Figure 1. Clock wiring as the flow saved it (run 1).
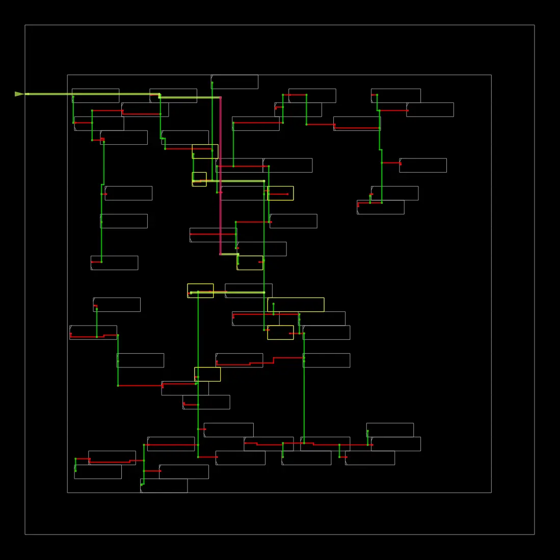
Figure 2. Floorplan with the power grid (run 1).
Drawn at 4 px/um. Pins as bars on the die edge. Tap cells in grey.
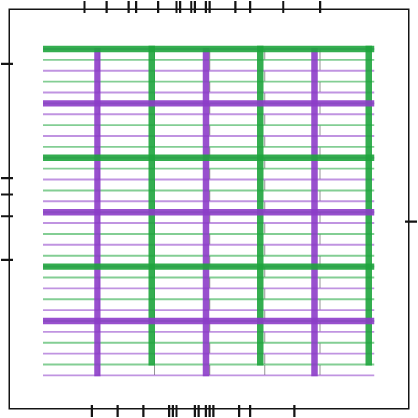
Figure 3. Met2 routing (run 1).
Drawn at 3 px/um.
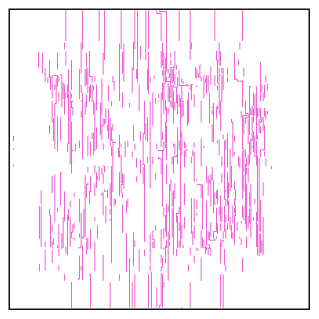
### src/rtl/game_status.sv
// rtl/game_status.sv - Two-player drop game status: turn tracking, BCD move count, scores and 7-segment glyphs
module game_status #(
    parameter int MAX_MOVES = 42,
    parameter int SCORE_MAX = 9
) (
    input  logic       clk,
    input  logic       reset,
    input  logic       move_valid,
    input  logic       win_detected,
    input  logic       new_game,
    output logic       player_turn,
    output logic       won,
    output logic [6:0] zero_seg,
    output logic [6:0] one_seg,
    output logic [6:0] two_seg,
    output logic [6:0] three_seg
);

    typedef enum logic [1:0] {PLAYING, WON, DRAW} state_t;

    localparam logic [3:0] MAX_TENS  = 4'(MAX_MOVES / 10);
    localparam logic [3:0] MAX_UNITS = 4'(MAX_MOVES % 10);
    localparam logic [3:0] SCORE_LIM = 4'(SCORE_MAX);
    localparam logic [6:0] SEG_DASH  = 7'b0111111;
    localparam logic [6:0] SEG_BLANK = 7'b1111111;

    state_t     state, state_nx;
    logic [3:0] tens, units, tens_nx, units_nx, inc_tens, inc_units;
    logic [3:0] score1, score2, score1_nx, score2_nx;
    logic       first_mover, first_mover_nx, turn_nx;
    logic [6:0] zero_nx, one_nx, two_nx, three_nx;

    function automatic logic [6:0] glyph(input logic [3:0] d);
        case (d)
            4'd0:    glyph = 7'b1000000;
            4'd1:    glyph = 7'b1111001;
            4'd2:    glyph = 7'b0100100;
            4'd3:    glyph = 7'b0110000;
            4'd4:    glyph = 7'b0011001;
            4'd5:    glyph = 7'b0010010;
            4'd6:    glyph = 7'b0000010;
            4'd7:    glyph = 7'b1111000;
            4'd8:    glyph = 7'b0000000;
            4'd9:    glyph = 7'b0010000;
            default: glyph = SEG_BLANK;
        endcase
    endfunction

    always_comb begin
        inc_units = (units == 4'd9) ? 4'd0 : units + 4'd1;
        inc_tens  = (units == 4'd9) ? tens + 4'd1 : tens;
    end

    always_comb begin
        state_nx       = state;
        tens_nx        = tens;
        units_nx       = units;
        score1_nx      = score1;
        score2_nx      = score2;
        first_mover_nx = first_mover;
        turn_nx        = player_turn;

        if (new_game) begin
            state_nx       = PLAYING;
            tens_nx        = 4'd0;
            units_nx       = 4'd0;
            first_mover_nx = ~first_mover;
            turn_nx        = ~first_mover;
        end else if (state == PLAYING && move_valid) begin
            tens_nx  = inc_tens;
            units_nx = inc_units;
            if (win_detected) begin
                // player_turn still names the mover, i.e. the winner
                state_nx = WON;
                if (player_turn) begin
                    if (score1 != SCORE_LIM) score1_nx = score1 + 4'd1;
                end else begin
                    if (score2 != SCORE_LIM) score2_nx = score2 + 4'd1;
                end
            end else if (inc_tens == MAX_TENS && inc_units == MAX_UNITS) begin
                state_nx = DRAW;
            end else begin
                turn_nx = ~player_turn;
            end
        end

        zero_nx  = glyph(score1_nx);
        three_nx = glyph(score2_nx);
        if (state_nx == DRAW) begin
            one_nx = SEG_DASH;
            two_nx = SEG_DASH;
        end else begin
            one_nx = glyph(units_nx);
            two_nx = (tens_nx == 4'd0) ? SEG_BLANK : glyph(tens_nx);
        end
    end

    always_ff @(posedge clk or posedge reset) begin
        if (reset) begin
            state       <= PLAYING;
            tens        <= 4'd0;
            units       <= 4'd0;
            score1      <= 4'd0;
            score2      <= 4'd0;
            first_mover <= 1'b1;
            player_turn <= 1'b1;
            won         <= 1'b0;
            zero_seg    <= 7'b1000000;
            one_seg     <= 7'b1000000;
            two_seg     <= SEG_BLANK;
            three_seg   <= 7'b1000000;
        end else begin
            state       <= state_nx;
            tens        <= tens_nx;
            units       <= units_nx;
            score1      <= score1_nx;
            score2      <= score2_nx;
            first_mover <= first_mover_nx;
            player_turn <= turn_nx;
            won         <= (state_nx == WON);
            zero_seg    <= zero_nx;
            one_seg     <= one_nx;
            two_seg     <= two_nx;
            three_seg   <= three_nx;
        end
    end

endmodule

### config.mk
export PLATFORM = sky130hd
export DESIGN_NAME = game_status
export DESIGN_NICKNAME = d
export VERILOG_FILES = /design/src/rtl/game_status.sv
export SDC_FILE = /design/constraint.sdc
export NUM_CORES = 1
export LEC_CHECK = 0
export CAP_MARGIN = 0
export CELL_PAD_IN_SITES_DETAIL_PLACEMENT = 0
export CELL_PAD_IN_SITES_GLOBAL_PLACEMENT = 1
export CORE_MARGIN = 8
export CORE_UTILIZATION = 45
export DETAILED_ROUTE_END_ITERATION = 16
export GPL_ROUTABILITY_DRIVEN = 0
export PLACE_DENSITY_LB_ADDON = 0.05
export SYNTH_ARGS = -nofsm -noshare
export SYNTH_HDL_FRONTEND = slang
export SYNTH_SLANG_ARGS = --single-unit
### constraint.sdc
create_clock -name clk -period 3.2 [get_ports clk]
set_input_delay 0.64 -clock clk [delete_from_list [all_inputs] [get_ports clk]]
set_output_delay 0.64 -clock clk [all_outputs]
set_load 0.03 [all_outputs]
==> flow_metrics.py, run 1 <==
# Physical implementation metrics
metrics = {
    "run_status": {
        "status": "finished clean",
    },
    "timing": {
        "fin_ws_ns": 0.3566,
        "max_clock_freq_mhz": 351.7,
        "hold_viol_final": 0,
        "report.final.slew_viol_count": 0,
    },
    "worst_setup_path": {
        "crit_type": "in -> reg",
        "r2r_start": "units[1]",
        "cp.required_ns": 3.41,
    },
    "finish": {
        "layout_top_cell": "dfrtp_1",
        "drive_above_1_share_pct": 20.51,
        "fin_cells": 431,
        "regArea_um2": 1241,
        "antenna_cells": 0,
        "mostFrequentLayoutCells": "37 x dfrtp_1, 34 x clkdlybuf4s50_1, 28 x ha_1",
    },
    "floorplan": {
        "chipArea_um2": 9901,
        "rows": 30,
        "die_width_um": 99.51,
    },
    "synth": {
        "netlist_area_um2": 3138,
        "simple_gate_share_pct": 16.67,
        "flop_cell": "dfrtp_1",
        "synth.mux.area_fraction_pct": 4.386,
        "yosys_cells": 302,
        "edf_count": 0,
        "most_common_cell": "dfrtp_1",
        "ys_sh_aoi_pct": 19.10,
        "top_cell_area_share_pct": 29.51,
        "synthTopCellsByCount": "37 x dfrtp_1, 28 x ha_1, 28 x inv_1, 19 x a21oi_1, 15 x nor2_1",
        "synth.area.top_cells": "dfrtp_1 30%, ha_1 11%, dfstp_2 10%, inv_1 3.3%, a21oi_1 3.0%",
    },
    "hold_path": {
        "hold_path.class": "reg -> reg",
    },
    "global_route": {
        "met3_usage_pct": 2.374,
        "use_met1_pct": 19.59,
        "grt_pass1_vias": 2409,
    },
    "pwr": {
        "p_per_area_nw_per_um2": 643.3,
        "ir_drop_mv": 0.4197,
        "p_leak_nw": 1.642,
    },
    "place": {
        "pre_cts_ws_ns": 0.04830,
        "port_buffers": 34,
    },
    "routing": {
        "first_iter_violations": 136,
    },
    "flow_run": {
        "drv_cap": 0,
    },
}
About Figure 1:
clk_buf instances: 6
clock network power: 0.460 mW
number of CTS-inserted buffers: 5
num sequential: 49

About Figure 2:
net	colour
VDD	green
VSS	purple
met4 straps	6
tap cells	80
signal pins	35
met1 rails	31
rows	30
Core ar.: 6756 um^2
chip height: 99.51 um

About Figure 3:
wire length on this layer	3270 um
nets with wire on the layer	315
longest straight run	49.6 um
WL final: 6729 um
M2 GR Usage: 23.45%
Vias: 2431

run 1: layout make-up:
class	instances	area share (%)
timing repair buffer	55	13.47
multi-input combinational	211	45.21
tap	80	2.640
clock inverter	2	0.9901
inverter	28	2.772
sequential	49	32.74
clock buffer	6	2.178
run 1: metrics by stage:
step	power (mW)	hold slack, ns	area [um^2]
finish	2.439	0.5129	3791
floorplan	1.615	0.4887	3138
global placement	1.994	0.4963	3671
global route	2.628	0.5224	3791
detailed placement	2.005	0.4974	3671
CTS	2.480	0.5145	3791
run 1: worst max-delay path, stage by stage:
cell	delay, ns
clkdlybuf4s50_1	0.47
or3b_4	0.40
nor2_1	0.17
xnor2_1	0.08
or2_2	0.29
ha_1	0.21
inv_1	0.07
mux2i_1	0.06
o221a_2	0.28
o221a_2	0.26
o22ai_1	0.12
run 1: layer usage:
layer	up-vias	part of all wire [%]
met5	-	0
met4	0	0.45
met3	2	2.4
met2	33	49
met1	1204	49
li1	1192	-
run 1: power by group:
part / internal [mW] / switching (mW)
Combinational: 0.492 / 0.609
Sequential: 0.787 / 0.0902
Clock: 0.254 / 0.206
run 1: state kept, by name (all words and copies together), names as in the netlist:
signal	flops
units	4
player_turn	1
won	1
score1	4
two_seg	7
three_seg	7
zero_seg	7
score2	4
state	2
tens	4
one_seg	7
first_mover	1
run 1: worst max-delay path by stage:
stage,from,to,slack [ns],depth (start not counted)
6_report,move_valid,two_seg[4],0.36,11
5_1_grt,move_valid,two_seg[4],0.20,11
4_1_cts,move_valid,two_seg[4],0.34,11
3_5_place_dp,move_valid,two_seg[4],0.05,11
3_3_place_gp,move_valid,two_seg[4],0.1,11
2_1_floorplan,move_valid,two_seg[4],0.46,11
==> run 2, diff against run 1 <==
Settings changed: GPL_TIMING_DRIVEN set to 0.
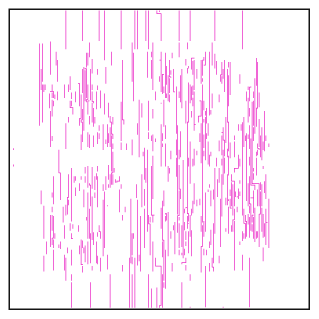
Figure 4: run 2, met2 routing.
Drawn at 3 px/um.
share of all routed wire	48%
nets with wire on the layer	305

==> run 2 against run 1 <==
  * Sequential power is essentially flat
  * Global-route usage grew 0.14 points
  * Routed wire length up 0.49%
  * Area after synthesis unchanged
  * Hold slack gained 0.0062 ns
  * Final area down 2.1%
  * Clock power shrank 15%
  * Synthesized cell count stayed put
==> flow_metrics.py, run 2 <==
# Physical implementation metrics
metrics = {
    "routing": {
        "antenna_left": 0,
        "num_vias": 2338,
        "dr.pass1.iters": 4,
        "first_iter_violations": 84,
        "routed_wl_um": 6762,
        "wl_per_cell_um": 15.91,
    },
    "global_route": {
        "grt_max_degree": 27,
        "antenna_found_initial": 0,
        "grt_pass1_vias": 2367,
    },
    "worst_setup_path": {
        "r2r_start": "units[0]",
        "worstPathArrival_ns": 3.03,
        "rr_endpoint": "one_seg[3]",
        "crit_top_cell": "ha_1",
        "cp-startpoint": "units[0]",
        "path_buffers": 2,
        "crit_chain": "ha_1 -> and3b_1 -> clkbuf_1 -> or3_1 -> a21oi_2 -> inv_1 -> ha_1 -> mux2_2 -> a21oi_1 -> o22ai_1",
        "cp.required_ns": 3.36,
        "cpLargestDelayFamily": "adder cells",
        "r2r_slack_ns": 0.33,
        "crit_type": "reg -> reg",
        "worstPathMaxFanout": 8,
        "crit_end": "one_seg[3]",
        "cp.depth": 10,
        "cp_slowest_cell": "dfrtp_1",
        "cp_slowest_stage_delay_ns": 0.45,
    },
    "synth": {
        "synthesis.nets": 335,
        "synth-async-reset-ratio_pct": 100.0,
        "yosys_cells": 302,
        "top_cell_area_share_pct": 29.51,
        "synth.area.top_cells": "dfrtp_1 30%, ha_1 11%, dfstp_2 10%, inv_1 3.3%, a21oi_1 3.0%",
        "netlist_area_um2": 3138,
        "edf_count": 0,
        "yosysWarnings": 0,
        "synthTopCellsByCount": "37 x dfrtp_1, 28 x ha_1, 28 x inv_1, 19 x a21oi_1, 15 x nor2_1",
        "flop_cell": "dfrtp_1",
        "ys_area_um2": 3138,
        "ys_seq_share_pct": 39.55,
        "most_common_cell": "dfrtp_1",
        "ys_types": 70,
        "top_area_cell": "dfrtp_1",
        "syn-mean-instance-area_um2": 10.39,
    },
    "timing": {
        "max_clock_freq_mhz": 348.1,
        "report.final.slew_viol_count": 0,
        "hold_viol_final": 0,
        "worst_hold_slack_ns": 0.5191,
        "fin_crit_ns": 2.873,
        "worst_pin_slew_ns": 0.5594,
    },
    "clock_network": {
        "cts_tree": "built",
        "cts_buffers": 5,
        "cts_max_path_buffers": 2,
    },
    "pwr": {
        "p_per_area_nw_per_um2": 627.0,
        "combinationalPower_mw": 1.05,
        "p_seq_mw": 0.878,
        "power_leader": "combinational cells",
        "swShare_pct": 38.24,
        "internal-power_mw": 1.437,
        "ir_drop_mv": 0.4002,
        "clock_power_share_pct": 16.9,
        "p_switching_mw": 0.8896,
        "seq_power_share_pct": 37.8,
        "p_leak_nw": 1.609,
        "power_clock_mw": 0.393,
        "combPwrFrac_pct": 45.3,
    },
    "floorplan": {
        "chipArea_um2": 9901,
        "core_um2": 6756,
        "die_h_um": 99.51,
        "die_width_um": 99.51,
        "rows": 30,
    },
    "finish": {
        "mostFrequentLayoutCells": "37 x dfrtp_1, 33 x clkdlybuf4s50_1, 28 x ha_1",
        "drive_above_1_share_pct": 19.13,
        "layout_top_cell": "dfrtp_1",
        "syn_to_final_growth_pct": 18.22,
        "fin_cells": 425,
        "antenna_cells": 0,
    },
    "hold_path": {
        "whs_endpoint": "first_mover",
        "hold_path.class": "reg -> reg",
    },
    "place": {
        "dp_cells": 417,
        "port_buffers": 34,
    },
    "run_status": {
        "status": "finished clean",
    },
    "flow_run": {
        "drv_cap": 0,
    },
}
==> run 2: routing by layer <==
| metal | vias up | GRT usage (%) | routed length, um |
|---|---|---|---|
| li1 | 1179 | - | - |
| met4 | 0 | 3.376 | 71 |
| met1 | 1132 | 20.41 | 3332 |
| met2 | 21 | 22.78 | 3213 |
| met3 | 6 | 2.654 | 146 |
| met5 | - | 0 | 0 |
==> run 2: what timing repair did <==
action | in CTS | in global routing
setup endpoints to repair | 1 | 10
hold buffers | 0 | 0
gates resized | 1 | 3
==> run 2: kinds of logic (layout without fill, tap and decap cells) <==
logic type | after synthesis | in the layout | synth area share (%)
buffers and inverters | 42 | 85 | 5.821
flip-flops | 49 | 49 | 39.55
adder cells (fa/ha/maj) | 28 | 28 | 11.16
multiplexers | 13 | 13 | 4.386
AND-OR/OR-AND | 78 | 78 | 19.10
AND/OR/NAND/NOR | 81 | 81 | 16.67
XOR/XNOR | 11 | 11 | 3.310
==> run 2: cell type report <==
type	instances	area, um^2	share of cell area (%)
Clock inverter	1	5.005	0.1349
Timing Repair Buffer	35	362.8	9.781
Buffer	14	78.83	2.125
Inverter	28	105.1	2.833
Tap cell	80	100.1	2.698
Sequential cell	49	1241	33.46
Clock buffer	7	96.34	2.597
Multi-Input combinational cell	211	1720	46.37
==> run 2: through the flow <==
step                utilization, %  area, um^2  total power [mW]  TNS, ns  setup slack [ns]
floorplan                        -        3138             1.615        0            0.4650
global placement             52.96        3578             1.947   -2.949           -0.3418
detailed placement           53.26        3598             1.958   -2.559           -0.3509
CTS                          54.80        3702             2.365        0           0.01493
global route                 54.91        3710             2.517        0            0.1156
finish                       54.91        3710             2.326        0            0.3274
Power is estimated from default activity; no workload was simulated.
